`config.mk`:
```
export PLATFORM = sky130hd
export DESIGN_NAME = exec_unit
export DESIGN_NICKNAME = d
export VERILOG_FILES = /design/src/rtl/exec_unit.sv
export SDC_FILE = /design/constraint.sdc
export NUM_CORES = 1
export LEC_CHECK = 0
export CORE_MARGIN = 3
export CORE_UTILIZATION = 53
export CTS_BUF_LIST = sky130_fd_sc_hd__clkbuf_8 sky130_fd_sc_hd__clkbuf_16
export CTS_CLUSTER_DIAMETER = 30
export DETAILED_ROUTE_END_ITERATION = 10
export PLACE_DENSITY = 0.8
export SYNTH_ARGS = -nofsm -noshare
export SYNTH_HDL_FRONTEND = slang
export SYNTH_SLANG_ARGS = --single-unit
export TNS_END_PERCENT = 50
```
`constraint.sdc`:
```
create_clock -name clk -period 2.7 [get_ports clk]
set_clock_uncertainty 0.05 [all_clocks]
set_input_delay 0.27 -clock clk [delete_from_list [all_inputs] [get_ports clk]]
set_output_delay 0.27 -clock clk [all_outputs]
set_load 0.01 [all_outputs]
```
`src/rtl/exec_unit.sv`:
```
// Execute stage of the TD4-style core: register file, output latch, PC and carry.
// Single-cycle ops retire on the accept edge; SHL/SHR iterate one bit per cycle.
module exec_unit #(
   parameter  int DATA_W = 4,
   parameter  int ADDR_W = 4,
   parameter  int NREG   = 2,
   localparam int RSEL_W = $clog2(NREG)
) (
   input  logic              clk,
   input  logic              rst_n,
   input  logic              instr_valid,
   output logic              instr_ready,
   input  logic [3:0]        op,
   input  logic [RSEL_W-1:0] rd,
   input  logic [RSEL_W-1:0] rs,
   input  logic [DATA_W-1:0] imm,
   input  logic [DATA_W-1:0] in_port,
   output logic [DATA_W-1:0] out_port,
   output logic [ADDR_W-1:0] pc,
   output logic              carry,
   output logic              retire,
   input  logic [RSEL_W-1:0] dbg_sel,
   output logic [DATA_W-1:0] dbg_data
);

   localparam int CNT_W = $clog2(DATA_W + 1);
   localparam logic [DATA_W-1:0] KMAX_IMM = DATA_W'(DATA_W);
   localparam logic [CNT_W-1:0]  KMAX_CNT = CNT_W'(DATA_W);

   localparam logic [3:0] OP_NOP  = 4'd0;
   localparam logic [3:0] OP_MOVR = 4'd1;
   localparam logic [3:0] OP_MOVI = 4'd2;
   localparam logic [3:0] OP_IN   = 4'd3;
   localparam logic [3:0] OP_OUTR = 4'd4;
   localparam logic [3:0] OP_OUTI = 4'd5;
   localparam logic [3:0] OP_ADDI = 4'd6;
   localparam logic [3:0] OP_ADDR = 4'd7;
   localparam logic [3:0] OP_SHL  = 4'd8;
   localparam logic [3:0] OP_SHR  = 4'd9;
   localparam logic [3:0] OP_JMP  = 4'd10;
   localparam logic [3:0] OP_JNC  = 4'd11;

   typedef enum logic {
      IDLE  = 1'b0,
      SHIFT = 1'b1
   } state_t;

   state_t              state_reg, state_next;
   logic [DATA_W-1:0]   regs_reg [NREG];
   logic [DATA_W-1:0]   regs_next [NREG];
   logic [DATA_W-1:0]   out_reg, out_next;
   logic [ADDR_W-1:0]   pc_reg, pc_next;
   logic                carry_reg, carry_next;
   logic                retire_reg, retire_next;
   logic [CNT_W-1:0]    cnt_reg, cnt_next;
   logic [RSEL_W-1:0]   srd_reg, srd_next;
   logic                sleft_reg, sleft_next;

   logic [DATA_W-1:0]   add_opnd;
   logic [DATA_W:0]     sum;
   logic [CNT_W-1:0]    kamt;
   logic [ADDR_W-1:0]   pc_inc;
   logic [ADDR_W-1:0]   jmp_tgt;
   logic [DATA_W-1:0]   shift_src;
   logic [DATA_W-1:0]   shifted;
   logic                shift_bit;

   assign instr_ready = (state_reg == IDLE);
   assign out_port    = out_reg;
   assign pc          = pc_reg;
   assign carry       = carry_reg;
   assign retire      = retire_reg;
   assign dbg_data    = regs_reg[dbg_sel];

   assign add_opnd = (op == OP_ADDR) ? regs_reg[rs] : imm;
   assign sum      = {1'b0, regs_reg[rd]} + {1'b0, add_opnd};
   assign pc_inc   = pc_reg + 1'b1;

   // Shifts longer than the data width behave like a full-width shift.
   always_comb begin
      if (imm >= KMAX_IMM) begin
         kamt = KMAX_CNT;
      end else begin
         kamt = imm[CNT_W-1:0];
      end
   end

   // Jump target: immediate zero-extended or truncated to the PC width.
   always_comb begin
      jmp_tgt = '0;
      for (int i = 0; i < ADDR_W && i < DATA_W; i++) begin
         jmp_tgt[i] = imm[i];
      end
   end

   assign shift_src = regs_reg[srd_reg];
   assign shifted   = sleft_reg ? {shift_src[DATA_W-2:0], 1'b0}
                                : {1'b0, shift_src[DATA_W-1:1]};
   assign shift_bit = sleft_reg ? shift_src[DATA_W-1] : shift_src[0];

   always_comb begin
      state_next  = state_reg;
      regs_next   = regs_reg;
      out_next    = out_reg;
      pc_next     = pc_reg;
      carry_next  = carry_reg;
      retire_next = 1'b0;
      cnt_next    = cnt_reg;
      srd_next    = srd_reg;
      sleft_next  = sleft_reg;

      case (state_reg)
         IDLE: begin
            if (instr_valid) begin
               retire_next = 1'b1;
               pc_next     = pc_inc;
               carry_next  = 1'b0;
               case (op)
                  OP_NOP:  ;
                  OP_MOVR: regs_next[rd] = regs_reg[rs];
                  OP_MOVI: regs_next[rd] = imm;
                  OP_IN:   regs_next[rd] = in_port;
                  OP_OUTR: out_next = regs_reg[rs];
                  OP_OUTI: out_next = imm;
                  OP_ADDI, OP_ADDR: {carry_next, regs_next[rd]} = sum;
                  OP_SHL, OP_SHR: begin
                     // Nonzero shifts leave architectural state untouched on accept.
                     if (kamt != '0) begin
                        retire_next = 1'b0;
                        pc_next     = pc_reg;
                        carry_next  = carry_reg;
                        state_next  = SHIFT;
                        cnt_next    = kamt;
                        srd_next    = rd;
                        sleft_next  = (op == OP_SHL);
                     end
                  end
                  OP_JMP:  pc_next = jmp_tgt;
                  OP_JNC: begin
                     if (!carry_reg) begin
                        pc_next = jmp_tgt;
                     end
                  end
                  default: ;
               endcase
            end
         end
         SHIFT: begin
            regs_next[srd_reg] = shifted;
            cnt_next           = cnt_reg - 1'b1;
            if (cnt_reg == CNT_W'(1)) begin
               carry_next  = shift_bit;
               pc_next     = pc_inc;
               retire_next = 1'b1;
               state_next  = IDLE;
            end
         end
         default: state_next = IDLE;
      endcase
   end

   always_ff @(posedge clk or negedge rst_n) begin
      if (!rst_n) begin
         state_reg <= IDLE;
         for (int i = 0; i < NREG; i++) begin
            regs_reg[i] <= '0;
         end
         out_reg    <= '0;
         pc_reg     <= '0;
         carry_reg  <= 1'b0;
         retire_reg <= 1'b0;
         cnt_reg    <= '0;
         srd_reg    <= '0;
         sleft_reg  <= 1'b0;
      end else begin
         state_reg  <= state_next;
         regs_reg   <= regs_next;
         out_reg    <= out_next;
         pc_reg     <= pc_next;
         carry_reg  <= carry_next;
         retire_reg <= retire_next;
         cnt_reg    <= cnt_next;
         srd_reg    <= srd_next;
         sleft_reg  <= sleft_next;
      end
   end

endmodule

```
Figure 1. Cells by drive strength.
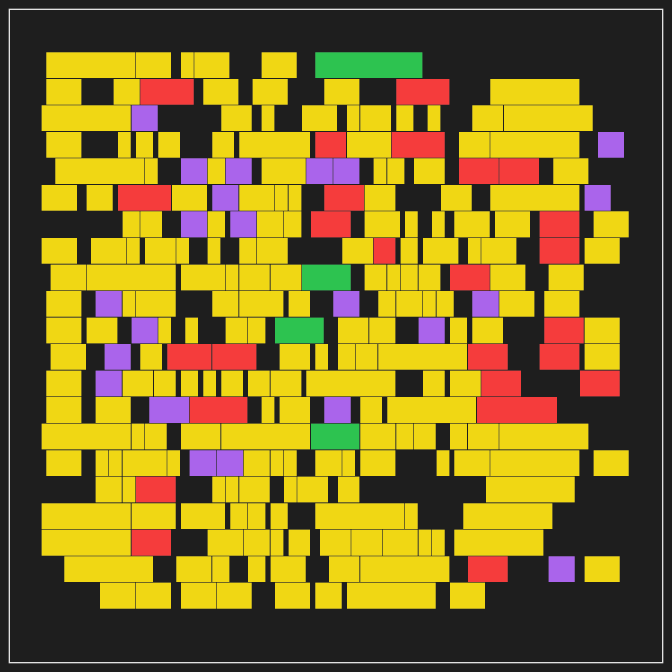
[purple] x3 and x4 | cells: 22
[red] x2 | cells: 25
[green] x6 and larger | cells: 4
[yellow] x1 and smaller | cells: 203

Figure 2. Clock wires, drivers and flops.
Scale bar: 20 µm.
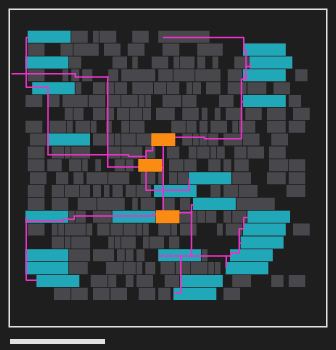
[cyan] flip-flops | count: 24
[orange] clock-net drivers | count: 3
[magenta] clock wires | length: 309 µm
flops lie: spread over the die
routed clock nets: 4
clock share of power: 13.4%
clk latency late pin: 0.27 ns
P_clk: 0.319 mW

Figure 3. Signal metal coverage by tile.
13 x 13 tiles, from dark blue (low) to red (high), scaled to the fullest tile. Values are wire area over tile area, all layers added.
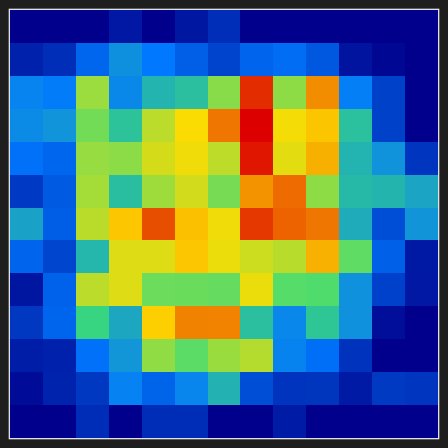
emptiest ninth of the die: south-east
mean over tiles: 0.20
tiles over half the peak: 34%
fullest tile: 0.55

==> CHANGELOG.md <==
### Changed

- Outcome: finished, final reports clean
- Initial Util: 57.03%
- Final Cell Area: 2535 µm²
- EDFF count, synth: 0
- Invs w/o clock: 15
- Initial antenna violation count: 0
- Routed wl met3: 475 µm
- CP endpoint: regs_reg[7]
- Crit path time final: 2.539 ns
- Avg Inst Size Synth: 9.530 µm²
- Buffers excl. clock: 53
- Placed inst area: 2440 µm²
- Area grow syn2layout: 29.13%
- Final non-filler cell total: 300
- Flops: 24
- Seq/Total Area, Yosys: 30.59%
- Biggest Area Class: logic gates
- RR Endpoint: regs_reg[7]
- Core Region: 3442 µm²
- Post-synth regs: 24
- IO Count: 33
- FILL cells: 264
- Clock buffer cells: 3
- RR Startpoint: regs_reg[6]
- CP Capture Type: flip-flop
- Setup CP Type: in2reg
- Async set-reset flop share out of synthesis: 100.0%
- Total CTS buffers: 3
- Via count: 1,893
- Die Wd: 66.86 µm
- TAP cells: 46
- Crit path from: op[3]
- Worst reg2reg path depth: 8
- Max clock buf depth: 2
- Row count: 21
- Nets: 281
- Largest net degree at the start of global routing: 25
- Floorplan net count: 232
- Pre-antenna DRT Iters: 5
- DRC: 0
- R2r setup slk: 0.32 ns
- Vias in the first global route: 1,852
- N_diodes: 0
- Die area: 4470 µm²
- Placed wire-length estimate: 4.055 mm
- Tool warnings: 28
- Main flop type: dfrtp_1
- GR Util met3: 2.530%
- Synth Instances: 206
- Clock sink count: 24
synthesized netlist by cell type (5+ instances only):
master	instances	area (µm²)
o21ai_0	5	25.02
nor2_1	10	37.54
mux2_2	14	157.7
o2bb2ai_1	6	52.55
mux2i_1	13	130.1
inv_1	14	52.55
nand3_1	9	45.04
a21oi_1	5	25.02
nand2b_1	6	37.54
ha_1	7	87.58
nand2_1	15	56.30
dfrtp_1	24	600.6
power by group:
part | leakage, nW | switching (mW) | internal (mW)
clock network | 0.0357 | 0.121 | 0.198
registers | 0.304 | 0.209 | 0.523
logic | 0.750 | 0.647 | 0.687
cell usage in the layout (no fill, tap or decap), types with 6 or more instances in the layout:
cell	count
nand2_1	15
inv_1	14
dfrtp_1	24
mux2_2	14
nor2_1	10
clkdlybuf4s50_1	32
nand3_1	9
ha_1	7
o2bb2ai_1	6
buf_4	21
mux2i_1	13
nand2b_1	6
critical path, stage by stage:
cell and delay [ns]:
clkdlybuf4s50_1 0.41, nand4b_1 0.29, buf_4 0.22, mux2_2 0.27, ha_1 0.35, a21oi_2 0.15
and3b_1 0.17, o32ai_1 0.08, buf_4 0.14, a221o_1 0.29
cells by family (layout without fill, tap and decap cells):
kind of cell	count (synthesis)	count (layout)	share of synthesized area [%]
buffers and inverters	24	72	5.481
DFF	24	24	30.59
muxes	28	28	15.81
AOI/OAI and AO/OA	56	56	23.71
and+or+nand+nor	65	65	18.48
adders and majority gates	8	8	5.481
xor gates and xnor gates	1	1	0.4462
through the flow:
stage | hold slack [ns] | total power [mW] | setup slack [ns]
floorplan | -0.07559 | 1.483 | 0.2816
finish | 0.3107 | 2.385 | 0.1605
global placement | 0.4098 | 2.014 | -0.07972
CTS | 0.3222 | 2.348 | 0.1730
detailed placement | 0.4145 | 2.024 | -0.1038
global route | 0.3313 | 2.545 | -0.005493
Power is estimated from default activity; no workload was simulated.
